--- src/rtl/mem_arbiter.sv ---
// mem_arbiter: shares one memory port between an instruction-fetch requester
// and a data requester. Only one memory transaction is outstanding at a time.
// Data has priority over fetch unless fetch has already waited through
// STARVE_MAX consecutive data grants.
//
// Ports:
//   clk, rst                       clock, synchronous active-high reset
//   if_req/if_addr                 fetch read request (held until if_gnt)
//   if_gnt/if_rvalid/if_rdata      fetch accept strobe and read response
//   d_req/d_we/d_addr/d_wdata/d_wmask  data request (held until d_gnt)
//   d_gnt/d_rvalid/d_rdata         data accept strobe and response/ack
//   m_valid/m_we/m_addr/m_wdata/m_wmask, m_ready  registered memory request
//   m_rvalid/m_rdata               memory response
//   hold_if                        stall for the fetch stage
//   err                            sticky protocol error (response before accept)
//
// State table:
//   S_IDLE     | no transaction; arbitrate and grant in the same cycle
//   S_WAIT_ACC | m_valid asserted, waiting for m_ready
//   S_WAIT_RSP | request accepted, waiting for m_rvalid

module mem_arbiter #(
  parameter int ADDR_W     = 32,
  parameter int DATA_W     = 64,
  parameter int STARVE_MAX = 4
) (
  input  logic                clk,
  input  logic                rst,
  input  logic                if_req,
  input  logic [ADDR_W-1:0]   if_addr,
  output logic                if_gnt,
  output logic                if_rvalid,
  output logic [DATA_W-1:0]   if_rdata,
  input  logic                d_req,
  input  logic                d_we,
  input  logic [ADDR_W-1:0]   d_addr,
  input  logic [DATA_W-1:0]   d_wdata,
  input  logic [DATA_W/8-1:0] d_wmask,
  output logic                d_gnt,
  output logic                d_rvalid,
  output logic [DATA_W-1:0]   d_rdata,
  output logic                m_valid,
  output logic                m_we,
  output logic [ADDR_W-1:0]   m_addr,
  output logic [DATA_W-1:0]   m_wdata,
  output logic [DATA_W/8-1:0] m_wmask,
  input  logic                m_ready,
  input  logic                m_rvalid,
  input  logic [DATA_W-1:0]   m_rdata,
  output logic                hold_if,
  output logic                err
);

  localparam int MASK_W = DATA_W / 8;
  localparam int CNT_W  = (STARVE_MAX < 1) ? 1 : $clog2(STARVE_MAX + 1);
  localparam logic [CNT_W-1:0] STARVE_LIM = CNT_W'(STARVE_MAX);

  typedef enum logic [1:0] {
    S_IDLE     = 2'd0,
    S_WAIT_ACC = 2'd1,
    S_WAIT_RSP = 2'd2
  } state_t;

  state_t              state_q, state_d;
  logic                own_if_q, own_if_d;   // 1 = fetch owns the transaction
  logic                m_valid_q, m_valid_d;
  logic                m_we_q, m_we_d;
  logic [ADDR_W-1:0]   m_addr_q, m_addr_d;
  logic [DATA_W-1:0]   m_wdata_q, m_wdata_d;
  logic [MASK_W-1:0]   m_wmask_q, m_wmask_d;
  logic [CNT_W-1:0]    starve_q, starve_d;
  logic                err_q, err_d;
  logic                pick_if;

  always_comb begin
    state_d   = state_q;
    own_if_d  = own_if_q;
    m_valid_d = m_valid_q;
    m_we_d    = m_we_q;
    m_addr_d  = m_addr_q;
    m_wdata_d = m_wdata_q;
    m_wmask_d = m_wmask_q;
    starve_d  = starve_q;
    err_d     = err_q;
    if_gnt    = 1'b0;
    d_gnt     = 1'b0;
    if_rvalid = 1'b0;
    d_rvalid  = 1'b0;
    if_rdata  = '0;
    d_rdata   = '0;
    // fetch wins only when data is absent or fetch has been starved long enough
    pick_if   = if_req && (!d_req || (starve_q == STARVE_LIM));

    case (state_q)
      S_IDLE: begin
        if (if_req || d_req) begin
          m_valid_d = 1'b1;
          state_d   = S_WAIT_ACC;
          if (pick_if) begin
            if_gnt    = 1'b1;
            own_if_d  = 1'b1;
            m_we_d    = 1'b0;
            m_addr_d  = if_addr;
            m_wdata_d = '0;
            m_wmask_d = '0;
            starve_d  = '0;
          end else begin
            d_gnt     = 1'b1;
            own_if_d  = 1'b0;
            m_we_d    = d_we;
            m_addr_d  = d_addr;
            m_wdata_d = d_wdata;
            m_wmask_d = d_wmask;
            if (!if_req) begin
              starve_d = '0;
            end else if (starve_q != STARVE_LIM) begin
              starve_d = starve_q + CNT_W'(1);
            end
          end
        end
      end
      S_WAIT_ACC: begin
        // a response before the request was accepted is a protocol violation
        if (m_rvalid) begin
          err_d = 1'b1;
        end
        if (m_ready) begin
          m_valid_d = 1'b0;
          state_d   = S_WAIT_RSP;
        end
      end
      S_WAIT_RSP: begin
        if (m_rvalid) begin
          if (own_if_q) begin
            if_rvalid = 1'b1;
            if_rdata  = m_rdata;
          end else begin
            d_rvalid  = 1'b1;
            d_rdata   = m_rdata;
          end
          state_d = S_IDLE;
        end
      end
      default: begin
        state_d = S_IDLE;
      end
    endcase

    hold_if = (if_req && !if_gnt) ||
              (own_if_q && (state_q != S_IDLE) && !if_rvalid);
  end

  always_ff @(posedge clk) begin
    if (rst) begin
      state_q   <= S_IDLE;
      own_if_q  <= 1'b0;
      m_valid_q <= 1'b0;
      m_we_q    <= 1'b0;
      m_addr_q  <= '0;
      m_wdata_q <= '0;
      m_wmask_q <= '0;
      starve_q  <= '0;
      err_q     <= 1'b0;
    end else begin
      state_q   <= state_d;
      own_if_q  <= own_if_d;
      m_valid_q <= m_valid_d;
      m_we_q    <= m_we_d;
      m_addr_q  <= m_addr_d;
      m_wdata_q <= m_wdata_d;
      m_wmask_q <= m_wmask_d;
      starve_q  <= starve_d;
      err_q     <= err_d;
    end
  end

  assign m_valid = m_valid_q;
  assign m_we    = m_we_q;
  assign m_addr  = m_addr_q;
  assign m_wdata = m_wdata_q;
  assign m_wmask = m_wmask_q;
  assign err     = err_q;

endmodule

--- config.mk ---
export PLATFORM = sky130hd
export DESIGN_NAME = mem_arbiter
export DESIGN_NICKNAME = d
export VERILOG_FILES = /design/src/rtl/mem_arbiter.sv
export SDC_FILE = /design/constraint.sdc
export NUM_CORES = 1
export LEC_CHECK = 0
export CORE_AREA = 2 2 172 174
export DETAILED_ROUTE_END_ITERATION = 8
export DIE_AREA = 0 0 174 176
export GPL_TIMING_DRIVEN = 0
export PLACE_DENSITY = 0.59
export SYNTH_ARGS = -nofsm -noshare
export SYNTH_HDL_FRONTEND = slang
export SYNTH_SLANG_ARGS = --single-unit
--- constraint.sdc ---
create_clock -name clk -period 2.5 [get_ports clk]
set_input_delay 0.625 -clock clk [delete_from_list [all_inputs] [get_ports clk]]
set_output_delay 0.625 -clock clk [all_outputs]
set_load 0.05 [all_outputs]
placement_by_type.png
Fill, decap, tap and diode cells in gray.
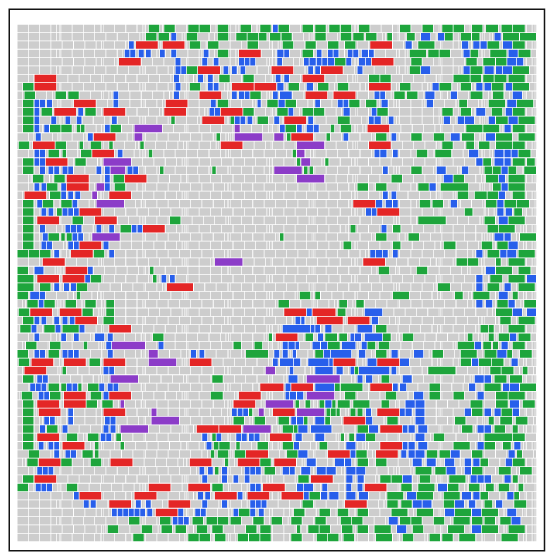
[purple] clock drivers and dummy loads | cells: 32 | share of their area: 5.0%
[red] sequential cells | cells: 113 | share of their area: 20%
[blue] combinational and other logic | cells: 524 | share of their area: 28%
[green] remaining buffers and delay cells | cells: 551 | share of their area: 47%

io_fan.png
The bar under the picture is 50 µm long.
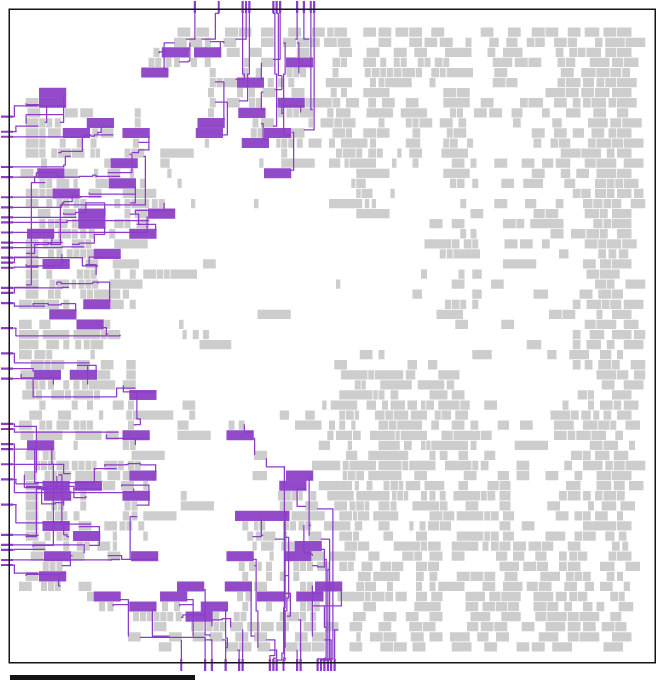
[purple] m_wdata | bits: 64 | direction: output | edge: 34 left, 18 bottom, 12 top | end cells: 64 | buffers: 64 | wire: 2,310 µm

==> flow_metrics.env <==
# physical design summary
export IMPL_cts_buffers=17
export IMPL_fill_cells=2900
export IMPL_finish_utilization=0.4212
export IMPL_diodes=9
export IMPL_clock_latency_ps=420
export IMPL_comb_power_mw=1.90
export IMPL_setup_worst_path_end_class="output port"
export IMPL_ff_type="dfxtp_1"
export IMPL_hold_buffers=0
export IMPL_status="finished, final reports clean"
export IMPL_crit_buf_inv=3
export IMPL_dieArea_um2=30620
export IMPL_io_buffer_count=444
export IMPL_drtAntennaViolNets=0
export IMPL_synth_area_um2=5643
export IMPL_finalMaxSlewViolations=0
export IMPL_drt_iter0_markers=245
export IMPL_period_used=0.9824
export IMPL_top_power_group="clock"
export IMPL_busiest_layer="met2"
export IMPL_edf_count=0
export IMPL_signal_buffers=551
export IMPL_hold_viol=0
export IMPL_avgSynthCellArea_um2=7.794
export IMPL_fmax_mhz=407.2
export IMPL_critPathCapture="if_rdata[8]"
export IMPL_tool_warnings=29
export IMPL_lay_top_cells="clkdlybuf4s50_1, dfxtp_1, nand3_1, a21oi_1, o21ai_0"
export IMPL_drive_above_1_share=0.2467
export IMPL_holdPathStages=2
export IMPL_place_ws_ps=-1657
export IMPL_power_density_nw_per_um2=525.7
export IMPL_skew_ps=17.02
export IMPL_cp_slowest_cell="dfxtp_4"
export IMPL_mi_logic_area_um2=3219
export IMPL_async_flop_share=0
export IMPL_antenna_found_initial=12
export IMPL_final_nonclk_buf_share=0.4509
export IMPL_grt_pass1_wl_mm=47.36
export IMPL_intPower_mw=4.206
export IMPL_worst_pin_slew_ps=876.2
export IMPL_synthTopCellsByCount="and2_1, dfxtp_1, nand3_1"
export IMPL_gr_usage_all_layers=0.2076
export IMPL_cts_resized=999
export IMPL_top_layer_used="met5"
export IMPL_reg2reg_depth=8
export IMPL_first_pass_iters=6
export IMPL_pwr_share_comb=0.300
export IMPL_rrSetupSlack_ps=490
export IMPL_crit_required_ps=1880
export IMPL_top_area_cell="dfxtp_1"
export IMPL_dieHeight_um=176
export IMPL_largest_class="buffers"
export IMPL_nClkBuffers=19
placement.png
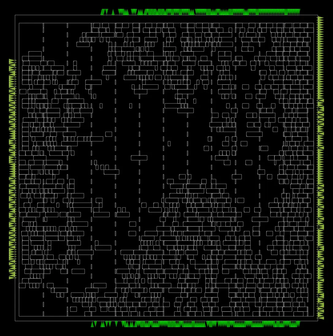
Core Area: 28,550 µm²
sequential share of cell area: 0.1889

==> flip-flops by register name (all words and copies together), names as in the netlist <==
| signal | flops |
|---|---|
| m_wdata | 64 |
| m_addr | 32 |
| m_wmask | 8 |
| starve_q | 3 |
| state_q | 2 |
| err | 1 |
| m_valid | 1 |
| m_we | 1 |
| own_if_q | 1 |
==> logic make-up (layout without fill, tap and decap cells) <==
| logic type | count (synthesis) | count (layout) | synth area share |
|---|---|---|---|
| other cells | 0 | 9 | 0 |
| simple gates | 290 | 290 | 0.3038 |
| flops | 113 | 113 | 0.4009 |
| buf+inv | 93 | 589 | 0.07006 |
| compound gates | 226 | 226 | 0.2208 |
| fa+ha+maj | 2 | 2 | 0.004434 |
